### config.mk
export PLATFORM = sky130hd
export DESIGN_NAME = fadd_wave_sequencer_flat
export DESIGN_NICKNAME = d
export VERILOG_FILES = /design/src/rtl/fadd_wave_sequencer_if.sv /design/src/rtl/fadd_wave_sequencer.sv /design/src/flat_wrapper.sv
export SDC_FILE = /design/constraint.sdc
export NUM_CORES = 1
export LEC_CHECK = 0
export CAP_MARGIN = 10
export CORE_MARGIN = 8
export CORE_UTILIZATION = 49
export DETAILED_ROUTE_END_ITERATION = 8
export GPL_TIMING_DRIVEN = 1
export PLACE_DENSITY = 0.79
export SLEW_MARGIN = 40
export SYNTH_ARGS = -nofsm -noshare
export SYNTH_HDL_FRONTEND = slang
export SYNTH_SLANG_ARGS = --single-unit
### constraint.sdc
create_clock -name clk -period 18.9 [get_ports clk]
set_input_delay 5.67 -clock clk [delete_from_list [all_inputs] [get_ports clk]]
set_output_delay 5.67 -clock clk [all_outputs]
set_load 0.03 [all_outputs]
### src/rtl/fadd_wave_sequencer_if.sv
// Bundles the operation, adder and result signals of fadd_wave_sequencer.
// The slave modport is the sequencer's view.
// The master modport is the view of the surrounding logic:
// the operand fetch, float_adder_32 and the downstream consumer.
interface fadd_wave_sequencer_if #(
    parameter int LANES = 4
);
    logic                  in_valid;
    logic                  in_ready;
    logic [32*LANES-1:0]   in_a;
    logic [32*LANES-1:0]   in_b;
    logic [LANES-1:0]      in_mask;
    logic                  in_sub;

    logic [31:0]           add_a;
    logic [31:0]           add_b;
    logic [31:0]           add_out;
    logic                  add_nan;
    logic                  add_ovf;

    logic                  out_valid;
    logic                  out_ready;
    logic [32*LANES-1:0]   out_result;
    logic [LANES-1:0]      out_nan_mask;
    logic [LANES-1:0]      out_ovf_mask;
    logic                  out_sticky_nan;
    logic                  out_sticky_ovf;

    modport slave (
        input  in_valid, in_a, in_b, in_mask, in_sub,
        output in_ready,
        output add_a, add_b,
        input  add_out, add_nan, add_ovf,
        output out_valid, out_result, out_nan_mask, out_ovf_mask,
        output out_sticky_nan, out_sticky_ovf,
        input  out_ready
    );

    modport master (
        output in_valid, in_a, in_b, in_mask, in_sub,
        input  in_ready,
        input  add_a, add_b,
        output add_out, add_nan, add_ovf,
        input  out_valid, out_result, out_nan_mask, out_ovf_mask,
        input  out_sticky_nan, out_sticky_ovf,
        output out_ready
    );
endinterface

### src/rtl/fadd_wave_sequencer.sv
// fadd_wave_sequencer: accepts one multi-lane FP32 add/sub operation.
// It feeds the lanes one per cycle through a single external
// combinational float_adder_32, then presents the collected vector downstream.
// Optional macro FADD_SKIP_INACTIVE_EN: RUN visits only the lanes enabled by the mask.
// Lanes that are masked off get their pass-through value when the operation is accepted.
module fadd_wave_sequencer #(
    parameter int LANES = 4
) (
    input logic                  clk,
    input logic                  rst,
    fadd_wave_sequencer_if.slave bus
);
    localparam int IDX_W = $clog2(LANES);

    typedef enum logic [1:0] {
        IDLE = 2'd0,
        RUN  = 2'd1,
        DONE = 2'd2
    } state_t;

    state_t              state_q, state_d;
    logic [IDX_W-1:0]    idx_q, idx_d;

    logic [32*LANES-1:0] op_a_q, op_a_d;
    logic [32*LANES-1:0] op_b_q, op_b_d;
    logic [LANES-1:0]    mask_q, mask_d;
    logic                sub_q, sub_d;

    logic [32*LANES-1:0] result_q, result_d;
    logic [LANES-1:0]    nan_q, nan_d;
    logic [LANES-1:0]    ovf_q, ovf_d;

    logic                accept;
    int                  lane_sel;

    assign accept   = (state_q == IDLE) && bus.in_valid;
    assign lane_sel = int'(idx_q);

`ifdef FADD_SKIP_INACTIVE_EN
    logic [IDX_W-1:0]    first_idx;
    logic                first_found;
    logic [IDX_W-1:0]    next_idx;
    logic                next_found;

    // Finds the lowest active lane of an incoming mask.
    // Also finds the next active lane above the current index.
    always_comb begin
        first_found = 1'b0;
        first_idx   = '0;
        next_found  = 1'b0;
        next_idx    = '0;
        for (int j = LANES - 1; j >= 0; j--) begin
            if (bus.in_mask[j]) begin
                first_found = 1'b1;
                first_idx   = IDX_W'(j);
            end
            if (mask_q[j] && (j > lane_sel)) begin
                next_found = 1'b1;
                next_idx   = IDX_W'(j);
            end
        end
    end
`endif

    // State and lane index registers; reset aborts any operation in flight.
    always_ff @(posedge clk or posedge rst) begin
        if (rst) begin
            state_q <= IDLE;
            idx_q   <= '0;
        end else begin
            state_q <= state_d;
            idx_q   <= idx_d;
        end
    end

    // Next-state logic: walk the lanes in RUN, then wait in DONE for the consumer.
    always_comb begin
        state_d = state_q;
        idx_d   = idx_q;
        case (state_q)
            IDLE: begin
                if (bus.in_valid) begin
`ifdef FADD_SKIP_INACTIVE_EN
                    if (first_found) begin
                        state_d = RUN;
                        idx_d   = first_idx;
                    end else begin
                        state_d = DONE;
                        idx_d   = '0;
                    end
`else
                    state_d = RUN;
                    idx_d   = '0;
`endif
                end
            end
            RUN: begin
`ifdef FADD_SKIP_INACTIVE_EN
                if (next_found) begin
                    idx_d = next_idx;
                end else begin
                    state_d = DONE;
                    idx_d   = '0;
                end
`else
                if (idx_q == IDX_W'(LANES - 1)) begin
                    state_d = DONE;
                    idx_d   = '0;
                end else begin
                    idx_d = idx_q + IDX_W'(1);
                end
`endif
            end
            DONE: begin
                if (bus.out_ready) begin
                    state_d = IDLE;
                end
            end
            default: begin
                state_d = IDLE;
                idx_d   = '0;
            end
        endcase
    end

    // Operand capture and result buffer registers.
    always_ff @(posedge clk or posedge rst) begin
        if (rst) begin
            op_a_q   <= '0;
            op_b_q   <= '0;
            mask_q   <= '0;
            sub_q    <= 1'b0;
            result_q <= '0;
            nan_q    <= '0;
            ovf_q    <= '0;
        end else begin
            op_a_q   <= op_a_d;
            op_b_q   <= op_b_d;
            mask_q   <= mask_d;
            sub_q    <= sub_d;
            result_q <= result_d;
            nan_q    <= nan_d;
            ovf_q    <= ovf_d;
        end
    end

    // Capture operands on accept; fill one result lane per RUN cycle.
    always_comb begin
        op_a_d   = op_a_q;
        op_b_d   = op_b_q;
        mask_d   = mask_q;
        sub_d    = sub_q;
        result_d = result_q;
        nan_d    = nan_q;
        ovf_d    = ovf_q;
        if (accept) begin
            op_a_d   = bus.in_a;
            op_b_d   = bus.in_b;
            mask_d   = bus.in_mask;
            sub_d    = bus.in_sub;
            result_d = '0;
            nan_d    = '0;
            ovf_d    = '0;
`ifdef FADD_SKIP_INACTIVE_EN
            for (int j = 0; j < LANES; j++) begin
                if (!bus.in_mask[j]) begin
                    result_d[j*32 +: 32] = bus.in_a[j*32 +: 32];
                end
            end
`endif
        end else if (state_q == RUN) begin
            if (mask_q[idx_q]) begin
                result_d[lane_sel*32 +: 32] = bus.add_out;
                nan_d[idx_q]                = bus.add_nan;
                ovf_d[idx_q]                = bus.add_ovf;
            end else begin
                result_d[lane_sel*32 +: 32] = op_a_q[lane_sel*32 +: 32];
                nan_d[idx_q]                = 1'b0;
                ovf_d[idx_q]                = 1'b0;
            end
        end
    end

    // Handshake and adder-operand outputs decoded from the current state.
    // The B sign bit is flipped for subtraction.
    always_comb begin
        bus.in_ready  = (state_q == IDLE) && !rst;
        bus.out_valid = (state_q == DONE);
        bus.add_a     = '0;
        bus.add_b     = '0;
        if (state_q == RUN) begin
            bus.add_a = op_a_q[lane_sel*32 +: 32];
            bus.add_b = op_b_q[lane_sel*32 +: 32] ^ {sub_q, 31'b0};
        end
    end

    assign bus.out_result     = result_q;
    assign bus.out_nan_mask   = nan_q;
    assign bus.out_ovf_mask   = ovf_q;
    assign bus.out_sticky_nan = |nan_q;
    assign bus.out_sticky_ovf = |ovf_q;

endmodule

### src/flat_wrapper.sv
// flat-port wrapper written by rule: the top's interface ports become plain ports
module fadd_wave_sequencer_flat 
#(
    parameter int LANES = 4
)
  (clk, rst, bus_in_valid, bus_in_a, bus_in_b, bus_in_mask, bus_in_sub, bus_in_ready, bus_add_a, bus_add_b, bus_add_out, bus_add_nan, bus_add_ovf, bus_out_valid, bus_out_result, bus_out_nan_mask, bus_out_ovf_mask, bus_out_sticky_nan, bus_out_sticky_ovf, bus_out_ready);
  fadd_wave_sequencer_if #(.LANES(LANES)) bus_i ();
  input logic clk;
  input logic rst;
  input wire logic [$bits(bus_i.in_valid)-1:0] bus_in_valid;
  input wire logic [$bits(bus_i.in_a)-1:0] bus_in_a;
  input wire logic [$bits(bus_i.in_b)-1:0] bus_in_b;
  input wire logic [$bits(bus_i.in_mask)-1:0] bus_in_mask;
  input wire logic [$bits(bus_i.in_sub)-1:0] bus_in_sub;
  output wire logic [$bits(bus_i.in_ready)-1:0] bus_in_ready;
  output wire logic [$bits(bus_i.add_a)-1:0] bus_add_a;
  output wire logic [$bits(bus_i.add_b)-1:0] bus_add_b;
  input wire logic [$bits(bus_i.add_out)-1:0] bus_add_out;
  input wire logic [$bits(bus_i.add_nan)-1:0] bus_add_nan;
  input wire logic [$bits(bus_i.add_ovf)-1:0] bus_add_ovf;
  output wire logic [$bits(bus_i.out_valid)-1:0] bus_out_valid;
  output wire logic [$bits(bus_i.out_result)-1:0] bus_out_result;
  output wire logic [$bits(bus_i.out_nan_mask)-1:0] bus_out_nan_mask;
  output wire logic [$bits(bus_i.out_ovf_mask)-1:0] bus_out_ovf_mask;
  output wire logic [$bits(bus_i.out_sticky_nan)-1:0] bus_out_sticky_nan;
  output wire logic [$bits(bus_i.out_sticky_ovf)-1:0] bus_out_sticky_ovf;
  input wire logic [$bits(bus_i.out_ready)-1:0] bus_out_ready;
  assign bus_i.in_valid = bus_in_valid;
  assign bus_i.in_a = bus_in_a;
  assign bus_i.in_b = bus_in_b;
  assign bus_i.in_mask = bus_in_mask;
  assign bus_i.in_sub = bus_in_sub;
  assign bus_in_ready = bus_i.in_ready;
  assign bus_add_a = bus_i.add_a;
  assign bus_add_b = bus_i.add_b;
  assign bus_i.add_out = bus_add_out;
  assign bus_i.add_nan = bus_add_nan;
  assign bus_i.add_ovf = bus_add_ovf;
  assign bus_out_valid = bus_i.out_valid;
  assign bus_out_result = bus_i.out_result;
  assign bus_out_nan_mask = bus_i.out_nan_mask;
  assign bus_out_ovf_mask = bus_i.out_ovf_mask;
  assign bus_out_sticky_nan = bus_i.out_sticky_nan;
  assign bus_out_sticky_ovf = bus_i.out_sticky_ovf;
  assign bus_i.out_ready = bus_out_ready;
  fadd_wave_sequencer #(.LANES(LANES)) u_core (.clk(clk), .rst(rst), .bus(bus_i));
endmodule
Fig. 1: run 1, power grid
Drawn at 2 px/µm. Pins as bars on the die edge.
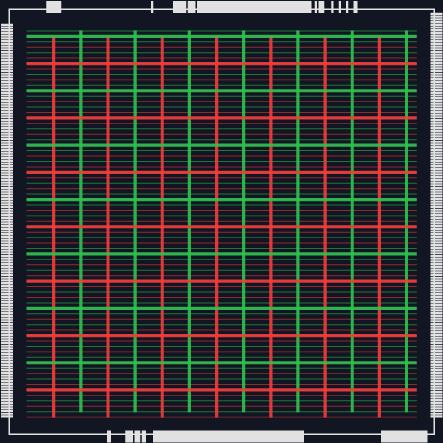
green -> VDD
red -> VSS
met4 straps = 14
met1 rails = 72
met5 straps = 14
die outline width: 212 µm
maximum ir drop on the vdd rail: 0.0940 mV
die height: 212 µm
Core ar.: 37700 µm²

Fig. 2: run 1, M4 wires
Drawn at 2 px/µm.
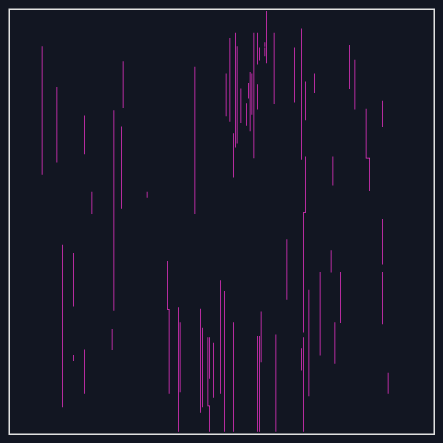
nets with wire on the layer = 54
longest straight run = 100 µm
main direction = vertical
Detailed Route WL: 67.8 mm
number of vias after detailed routing: 16.5k

==> tab_implementation.tex, run 1 <==
% Implementation results table
\begin{tabular}{lr}
\hline
Metric & Value \\
\hline
\multicolumn{2}{l}{\textbf{Run status}} \\
\quad Run status & complete, no violations \\
\multicolumn{2}{l}{\textbf{CTS}} \\
\quad Number of cells upsized or downsized after cts & 0 \\
\quad Root buffer cell & sky130\_fd\_sc\_hd\_\_clkbuf\_16 \\
\quad Maximum root-to-sink buffer count & 3 \\
\quad Num CTS Buffers & 43 \\
\quad \# hold bufs at CTS & 0 \\
\multicolumn{2}{l}{\textbf{Global routing}} \\
\quad Maximum number of pins on one net before global-route repair & 99 \\
\quad Residual overflow from global routing & 0 \\
\quad Via count of the first global-routing pass & 17.2k \\
\quad First-pass GRT wire length & 103 mm \\
\quad Initial antenna violation count & 18 \\
\multicolumn{2}{l}{\textbf{STA}} \\
\quad Max-slew headroom & 43.8\% \\
\quad Count of final max-slew check failures & 0 \\
\multicolumn{2}{l}{\textbf{Synthesis}} \\
\quad Basic Gates by Area & 22.2\% \\
\quad Post-Synthesis Cells & 1826 \\
\quad Net count of the mapped netlist & 2130 \\
\quad Mean post-synth cell area & 10.3 µm² \\
\quad Cell Type Count & 39 \\
\quad Adders+Majority by Area & 0.333\% \\
\quad Leading cell types by count after synthesis & 794 x sky130\_fd\_sc\_hd\_\_nand2\_1, 401 x sky130\_fd\_sc\_hd\_\_dfrtp\_1, 84 x sky130\_fd\_sc\_hd\_\_a32o\_1 \\
\multicolumn{2}{l}{\textbf{Detailed routing}} \\
\quad Average vias per placed instance & 5.83 \\
\quad Final routed wire length divided by cell count & 24.0 µm \\
\multicolumn{2}{l}{\textbf{Setup path}} \\
\quad Cell chain of the critical path & clkdlybuf4s50\_1, nor3\_1, clkdlybuf4s50\_1 \\
\quad Worst EP arrival & 7090 ps \\
\quad Setup slack of the worst register-to-register path & 15470 ps \\
\quad Crit Reg-Reg Endpoint & u\_core.bus.out\_result[51] \\
\quad Total buffers and inverters traversed by the critical path & 2 \\
\quad Category of cells accounting for the largest share of critical-path delay & buffers and inverters \\
\quad Delay contributed by the slowest stage of the critical path & 710 ps \\
\multicolumn{2}{l}{\textbf{Power}} \\
\quad Switching part of the total & 42.6\% \\
\quad Total power draw & 0.00489 W \\
\quad Combinational cell fraction of total power & 51.2\% \\
\multicolumn{2}{l}{\textbf{Place}} \\
\quad Final Wtd Congestion & 0.902 \\
\multicolumn{2}{l}{\textbf{Layout}} \\
\quad \# nets final & 2572 \\
\multicolumn{2}{l}{\textbf{Floorplan}} \\
\quad Row cnt & 71 \\
\hline
\end{tabular}
Fig. 3: run 1, cell density map
Drawn at 1 px/µm. The die is cut into 21 by 21 equal tiles; white is low, dark blue is high, 0 to 100% covered.
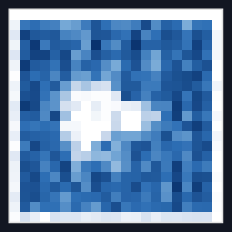
mean over tiles = 56%
emptiest ninth of the die = middle
fullest tile = 99%
tiles over 75% full = 42%
nearly empty tiles = 12%
post-layout utilization of the core: 69.0%
floorplan core density: 49.8%

## run 1: registers in the layout (all words and copies together), names as in the netlist
signal                   cells
u_core.bus.out_nan_mask      4
u_core.bus.out_ovf_mask      4
u_core.bus.out_result      128
u_core.idx_q                 2
u_core.mask_q                4
u_core.op_a_q              128
u_core.op_b_q              128
u_core.state_q               2
u_core.sub_q                 1
## run 1: power groups by stage
stage	sequential (W)	clock, W	combinational (W)
2_1_floorplan	0.00152	0	0.00146
3_3_place_gp	0.00147	0	0.00235
3_5_place_dp	0.00148	0	0.00248
4_1_cts	0.00147	0.000916	0.00250
5_1_grt	0.00152	0.000951	0.00266
6_report	0.00148	0.000903	0.00250
## run 1: per-layer routing
| metal | global-route usage, % | vias up | part of all wire (%) |
|---|---|---|---|
| met4 | 13.2 | 8 | 3.4 |
| met2 | 47.8 | 950 | 48 |
| met3 | 8.74 | 153 | 11 |
| met5 | 0 | - | 0.068 |
| li1 | - | 7198 | - |
| met1 | 36.5 | 8184 | 38 |
## run 1: layout make-up
| cell class | instances | area (µm²) |
|---|---|---|
| clock buffer | 64 | 1350 |
| inverter | 8 | 37.5 |
| timing repair buffer | 535 | 5490 |
| clock inverter | 15 | 188 |
| fill | 2854 | 11700 |
| antenna | 14 | 35.0 |
| tap | 511 | 639 |
| sequential | 401 | 10000 |
| multi-input combinational | 1279 | 8200 |
## run 1: metrics by stage
stage / worst slack [ps] / std cells / instance area [µm²] / hold WS, ps
after detailed placement: 6150 / 2734 / 24400 / 457
after floorplan: 2080 / 1826 / 18800 / 440
final: 6140 / 2827 / 26000 / 471
after global routing: 6110 / 2827 / 26000 / 487
after CTS: 6130 / 2813 / 25900 / 472
after global placement: 6160 / 2720 / 24100 / 452
Fig. 4: run 1, routing congestion map
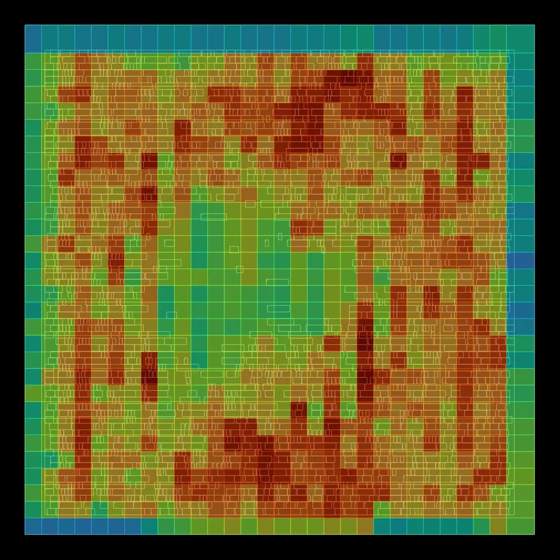

==> run 2: changes to the inputs <==
Settings changed: CORE_UTILIZATION 49 to 44, PLACE_DENSITY 0.79 to 0.75.
Clock period 18.9 ns to 11.58 ns, I/O delays scaled along.
Fig. 5: run 2, routing congestion map
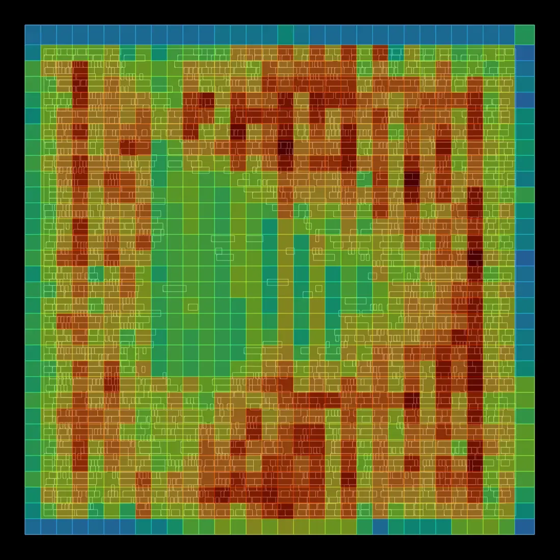
busiest metal layer after global routing: met2
post-layout utilization of the core: 61.5%

==> run 2 against run 1 <==
Net effect: core utilization is 7.5 points lower; largest power group unchanged; combinational power is 62% higher; synthesized cell count stayed put; clock skew is 21 ps higher; largest cell class unchanged; sequential power is 61% higher; hold slack worse by 3.0 ps; routed wire length is 1.4% higher.
==> tab_implementation.tex, run 2 <==
% Implementation results table
\begin{tabular}{lr}
\hline
Metric & Value \\
\hline
\multicolumn{2}{l}{\textbf{Run status}} \\
\quad Run status & complete, no violations \\
\multicolumn{2}{l}{\textbf{Setup path}} \\
\quad Delay contributed by the slowest stage of the critical path & 710 ps (about the same) \\
\quad Count of cells along the worst register-to-register path & 9 \\
\quad Cell chain of the critical path & clkdlybuf4s50\_1, nor3\_1, clkdlybuf4s50\_1 \\
\quad Path type of the worst setup path & in -> out \\
\quad Setup slack of the worst register-to-register path & 7690 ps (-7780 ps) \\
\quad Crit path required time & 8110 ps \\
\quad Type of destination of the critical path & output pin \\
\quad Worst EP arrival & 4800 ps (-2290 ps) \\
\quad Worst flop-to-flop path startpoint & u\_core.idx\_q[0] \\
\quad Most numerous cell on the critical path & sky130\_fd\_sc\_hd\_\_clkdlybuf4s50\_1 \\
\quad Crit Reg-Reg Endpoint & u\_core.bus.out\_result[17] \\
\multicolumn{2}{l}{\textbf{Synthesis}} \\
\quad Mean post-synth cell area & 10.3 µm² (unchanged) \\
\quad Async SR Flop Fraction & 100\% \\
\quad Cell Type Count & 39 (unchanged) \\
\quad Synthesized area & 18800 µm² \\
\quad Post-Synthesis Cells & 1826 (unchanged) \\
\quad Portion of synthesized cell area occupied by the leading cell type & 53.5\% \\
\quad Leading cell types by count after synthesis & 794 x sky130\_fd\_sc\_hd\_\_nand2\_1, 401 x sky130\_fd\_sc\_hd\_\_dfrtp\_1, 84 x sky130\_fd\_sc\_hd\_\_a32o\_1 \\
\quad Biggest area consumer among synthesized cells & sky130\_fd\_sc\_hd\_\_dfrtp\_1 \\
\quad Net count of the mapped netlist & 2130 (unchanged) \\
\multicolumn{2}{l}{\textbf{Detailed routing}} \\
\quad First-pass DRT Iterations & 6 \\
\quad Detailed Route WL & 68.7 mm (+1.4\%) \\
\quad Remaining antenna violation count & 0 \\
\quad Final routed wire length divided by cell count & 24.1 µm (+0.49\%) \\
\quad Number of vias after detailed routing & 16.5k (+0.33\%) \\
\quad Average vias per placed instance & 5.80 (-0.59\%) \\
\multicolumn{2}{l}{\textbf{Power}} \\
\quad Pleak & 11.7 nW \\
\quad Total power draw & 0.00782 W (+60\%) \\
\quad Combinational cell fraction of total power & 51.9\% (+0.7 points) \\
\quad Maximum ir drop on the vdd rail & 0.170 mV (+80\%) \\
\quad Switching part of the total & 43.2\% (+0.64 points) \\
\multicolumn{2}{l}{\textbf{Floorplan}} \\
\quad Die outline width & 223 µm (+5.1\%) \\
\quad Floorplan core density & 44.7\% (-5.2 points) \\
\quad Row cnt & 75 (+5.6\%) \\
\quad Number of ports placed on the die boundary & 503 \\
\quad Die height & 223 µm (+5.1\%) \\
\quad Core ar. & 42000 µm² (+12\%) \\
\multicolumn{2}{l}{\textbf{STA}} \\
\quad Final count of hold timing violations & 0 \\
\quad Fin crit share & 71.4\% \\
\quad Count of final max-slew check failures & 0 (unchanged) \\
\quad Max-slew headroom & 45.4\% (+1.6 points) \\
\quad Worst hold-check slack & 468 ps (-3.03 ps) \\
\quad Sum Neg Setup Slack & 0 ps \\
\quad Slew at the pin with the worst max-slew slack & 819 ps \\
\quad Setup slack after layout & 3310 ps (-2830 ps) \\
\multicolumn{2}{l}{\textbf{CTS}} \\
\quad Clock Latency Late Sink & 580 ps \\
\quad Register clock-pin slew on the reported worst setup and hold paths & 50 ps \\
\quad Number of cells upsized or downsized after cts & 0 (unchanged) \\
\quad Num CTS Buffers & 44 (+2.3\%) \\
\quad Root buffer cell & sky130\_fd\_sc\_hd\_\_clkbuf\_16 \\
\quad \# hold bufs at CTS & 0 (unchanged) \\
\quad Maximum root-to-sink buffer count & 3 (unchanged) \\
\multicolumn{2}{l}{\textbf{Place}} \\
\quad Count of input and output buffers & 502 \\
\quad Final Wtd Congestion & 0.906 (+0.40\%) \\
\quad Standard cell area after detailed placement & 24400 µm² (about the same) \\
\quad Post-Place Cells & 2761 (+0.99\%) \\
\quad Placement Setup Slack & 3280 ps (-2860 ps) \\
\multicolumn{2}{l}{\textbf{Layout}} \\
\quad Final non-filler cell area & 25800 µm² (-0.52\%) \\
\quad Area taken by multi-input logic gates & 8200 µm² (unchanged) \\
\quad Register area & 10000 µm² (unchanged) \\
\quad \# nets final & 2573 (+0.039\%) \\
\quad Most frequently placed logic cell in the final layout & sky130\_fd\_sc\_hd\_\_nand2\_1 \\
\quad Growth of design area from synthesis to finish & 37.7\% \\
\quad Count of filler cells inserted in the layout & 3401 (+19\%) \\
\quad Filler-free cell count of the finished design & 2853 (+0.92\%) \\
\multicolumn{2}{l}{\textbf{Global routing}} \\
\quad Initial antenna violation count & 13 (-5) \\
\quad First-pass GRT wire length & 105 mm (+1.9\%) \\
\quad Via count of the first global-routing pass & 17.3k (+0.77\%) \\
\quad Aggregate global-route resource usage & 27.0\% \\
\quad Residual overflow from global routing & 0 (unchanged) \\
\quad Maximum number of pins on one net before global-route repair & 107 (+8.1\%) \\
\multicolumn{2}{l}{\textbf{Min path}} \\
\quad Source of the worst hold timing path & u\_core.mask\_q[3] \\
\quad Worst Hold Class & reg -> reg \\
\hline
\end{tabular}
[run 2: cell counts after synthesis]
Identical to the previous run, type by type.
[run 2: worst max-delay path: cells and delay by family]
kind | cells | cell delay (ps)
AND/OR/NAND/NOR | 1 | 160
buffers and inverters | 2 | 1170
[run 2: power groups by stage]
stage	clock (W)	combinational, W	sequential [W]
after CTS	0.00139	0.00404	0.00241
after floorplan	0	0.00238	0.00248
final	0.00137	0.00406	0.00239
after detailed placement	0	0.00401	0.00243
after global routing	0.00146	0.00432	0.00245
after global placement	0	0.00387	0.00240
[run 2: kinds of logic (layout without fill, tap and decap cells)]
family / after synthesis / in the layout / share of synthesized area [%]
AOI/OAI and AO/OA: 178 / 178 / 8.98
xor gates and xnor gates: 1 / 1 / 0.0467
adders and majority gates: 5 / 5 / 0.333
buffers and inverters: 146 / 623 / 3.29
DFF: 401 / 401 / 53.5
muxes: 130 / 130 / 11.7
other: 0 / 11 / 0
and+or+nand+nor: 965 / 965 / 22.2
[run 2: layout make-up]
class / instances / share of cell area, %
Multi-Input combinational cell: 1279 / 31.7
Sequential cell: 401 / 38.9
Clock buffer: 64 / 4.98
Tap cell: 539 / 2.61
Antenna cell: 11 / 0.107
Inverter: 8 / 0.131
Clock inverter: 16 / 0.484
Timing Repair Buffer: 535 / 21.1
[run 2: metal layers]
layer  wire [µm]  global-route usage, %
met5          23                      0
met4        2870                   12.3
met3        7030                   8.26
met2       32300                   43.0
met1       26500                   33.6
[run 2: worst max-delay path by stage]
| stage | start | endpoint | depth (start not counted) |
|---|---|---|---|
| floorplan | rst | u_core.bus.out_nan_mask[0] | 1 |
| global placement | rst | bus_in_ready | 3 |
| detailed placement | rst | bus_in_ready | 3 |
| CTS | rst | bus_in_ready | 3 |
| global route | rst | bus_in_ready | 3 |
| finish | rst | bus_in_ready | 3 |
Fig. 6: run 2, M4 wires
Drawn at 1.5 px/µm.
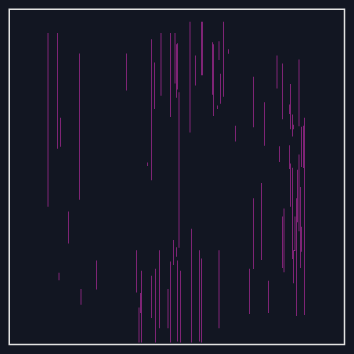

==> run 3: changes to the inputs <==
Settings changed: CORE_UTILIZATION 44 to 49, PLACE_DENSITY 0.75 to 0.79.
Clock period 11.58 ns to 8.5 ns, I/O delays scaled along.
Fig. 7: run 3, M4 wires
Drawn at 2 px/µm.
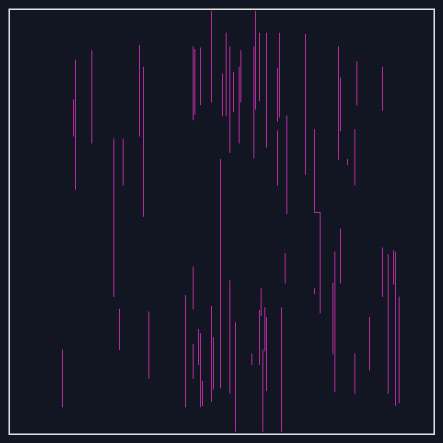
share of all routed wire = 3.8%
longest straight run = 114 µm
nets with wire on the layer = 51
number of vias after detailed routing: 16.5k
Detailed Route WL: 66.8 mm

==> run 3 against run 2 <==
Net effect: worst setup slack worse by 1300 ps; synthesized cell count is the same; via count decreased by 0.40%; sequential share of layout area hardly changed; sequential power rose by 36%; register-to-register slack worse by 3100 ps; non-clock buffer count is 1 lower; critical path type unchanged; largest cell class unchanged; largest power group unchanged.
==> tab_implementation.tex, run 3 <==
% Implementation results table
\begin{tabular}{lr}
\hline
Metric & Value \\
\hline
\multicolumn{2}{l}{\textbf{Run status}} \\
\quad Run status & complete, no violations \\
\multicolumn{2}{l}{\textbf{Layout}} \\
\quad Count of filler cells inserted in the layout & 2853 (-16\%) \\
\quad Most frequently placed logic cell in the final layout & sky130\_fd\_sc\_hd\_\_nand2\_1 \\
\quad \# nets final & 2571 (-0.078\%) \\
\quad Post-layout utilization of the core & 68.6\% (+7.1 points) \\
\multicolumn{2}{l}{\textbf{Place}} \\
\quad Final Wtd Congestion & 0.875 (-3.4\%) \\
\multicolumn{2}{l}{\textbf{Setup path}} \\
\quad Cell chain of the critical path & clkdlybuf4s50\_1, nor3\_1, clkdlybuf4s50\_1 \\
\quad Crit path required time & 5950 ps (-2160 ps) \\
\quad Path type of the worst setup path & in -> out \\
\quad Category of cells accounting for the largest share of critical-path delay & buffers and inverters \\
\quad Worst EP arrival & 3930 ps (-870 ps) \\
\quad Delay contributed by the slowest stage of the critical path & 710 ps (about the same) \\
\quad Type of destination of the critical path & output pin \\
\multicolumn{2}{l}{\textbf{Detailed routing}} \\
\quad Violation tally from detailed-route iteration zero & 1338 \\
\quad Remaining antenna violation count & 0 (unchanged) \\
\quad Final routed wire length divided by cell count & 23.6 µm (-1.8\%) \\
\quad First-pass DRT Iterations & 7 (+1) \\
\multicolumn{2}{l}{\textbf{Synthesis}} \\
\quad Net count of the mapped netlist & 2130 (unchanged) \\
\quad Cell Type Count & 39 (unchanged) \\
\quad Mean post-synth cell area & 10.3 µm² (unchanged) \\
\quad Portion of synthesized cell area occupied by the leading cell type & 53.5\% (unchanged) \\
\quad Biggest area consumer among synthesized cells & sky130\_fd\_sc\_hd\_\_dfrtp\_1 \\
\quad Async SR Flop Fraction & 100\% (unchanged) \\
\quad Leading cell types by count after synthesis & 794 x sky130\_fd\_sc\_hd\_\_nand2\_1, 401 x sky130\_fd\_sc\_hd\_\_dfrtp\_1, 84 x sky130\_fd\_sc\_hd\_\_a32o\_1 \\
\quad Chip area in the Yosys report & 18800 µm² \\
\quad Post-Synthesis Cells & 1826 (unchanged) \\
\multicolumn{2}{l}{\textbf{CTS}} \\
\quad \# hold bufs at CTS & 0 (unchanged) \\
\quad Clock Latency Late Sink & 550 ps (-30 ps) \\
\quad Register clock-pin slew on the reported worst setup and hold paths & 60 ps (about the same) \\
\quad Number of cells upsized or downsized after cts & 0 (unchanged) \\
\quad Maximum root-to-sink buffer count & 3 (unchanged) \\
\quad Num CTS Buffers & 43 (-2.3\%) \\
\multicolumn{2}{l}{\textbf{Global routing}} \\
\quad Via count of the first global-routing pass & 17.3k (-0.16\%) \\
\quad Initial antenna violation count & 16 (+3) \\
\quad Residual overflow from global routing & 0 (unchanged) \\
\quad First-pass GRT wire length & 102 mm (-2.9\%) \\
\quad Aggregate global-route resource usage & 29.2\% (+2.1 points) \\
\quad Maximum number of pins on one net before global-route repair & 177 (+65\%) \\
\multicolumn{2}{l}{\textbf{STA}} \\
\quad Count of final max-slew check failures & 0 (unchanged) \\
\quad Max-slew headroom & 45.0\% (-0.47 points) \\
\quad Slew at the pin with the worst max-slew slack & 826 ps (+6.98 ps) \\
\quad Worst hold-check slack & 472 ps (+3.87 ps) \\
\quad Sum Neg Setup Slack & 0 ps (unchanged) \\
\quad Fin crit share & 76.2\% \\
\multicolumn{2}{l}{\textbf{Floorplan}} \\
\quad Number of ports placed on the die boundary & 503 (unchanged) \\
\quad Die outline width & 212 µm (-4.9\%) \\
\quad Core ar. & 37700 µm² (-10\%) \\
\quad Die height & 212 µm (-4.9\%) \\
\quad Row cnt & 71 (-5.3\%) \\
\multicolumn{2}{l}{\textbf{Power}} \\
\quad Maximum ir drop on the vdd rail & 0.246 mV (+45\%) \\
\quad Pleak & 11.7 nW (about the same) \\
\quad Total power draw & 0.0107 W (+37\%) \\
\multicolumn{2}{l}{\textbf{Min path}} \\
\quad Worst Hold Class & reg -> reg \\
\hline
\end{tabular}
[run 3: cell families after synthesis]
group           share of synthesized area (%)
simple gates                             22.2
flops                                    53.5
compound gates                           8.98
buf+inv                                  3.29
mux                                      11.7
fa+ha+maj                               0.333
xor+xnor                               0.0467
[run 3: layout make-up]
type	count	area, µm²	area share (%)
repair buffers	534	5500	21.3
inverters	8	33.8	0.131
clock buffers	64	1280	4.94
multi-input cells	1279	8200	31.7
clock inverters	13	121	0.470
diodes	15	37.5	0.145
flip-flops and latches	401	10000	38.9
well taps	511	639	2.47
[run 3: stage by stage]
step | worst slack, ps | cell area (µm²) | cells
after floorplan | 550 | 18800 | 1826
after global placement | 2050 | 24100 | 2717
after detailed placement | 2040 | 24400 | 2732
after CTS | 2020 | 25800 | 2809
after global routing | 1990 | 25800 | 2824
final | 2020 | 25800 | 2825
[run 3: path summary, 6_finish.rpt]
path                                        start                        end  slack (ps)  cells past startpoint
worst max-delay path                          rst               bus_in_ready        2020                      3
worst min-delay path            u_core.op_b_q[91]          u_core.op_b_q[91]         470                      2
worst max register to register    u_core.idx_q[0]  u_core.bus.out_result[62]        4610                      6
worst min register to register  u_core.op_b_q[91]          u_core.op_b_q[91]         470                      2
max in group asynchronous                     rst  u_core.bus.out_result[48]        4690                      5
min in group asynchronous                     rst         u_core.op_b_q[103]        2330                      2
[run 3: power by group]
part / internal, W / switching (W) / total (W)
clock: 0.00110 / 0.000769 / 0.00187
combinational: 0.00233 / 0.00327 / 0.00560
sequential: 0.00269 / 0.000551 / 0.00324
total: 0.00611 / 0.00459 / 0.0107
[run 3: routing by layer]
metal  track usage (%)  part of all wire [%]  vias up
met5                 0                 0.034        -
met4              13.6                   3.8        4
met3              9.07                    11      144
met2              46.8                    48      913
met1              35.7                    38     8218
li1                  -                     -     7201
No activity file was given, so power comes from the tool's default toggle rates.
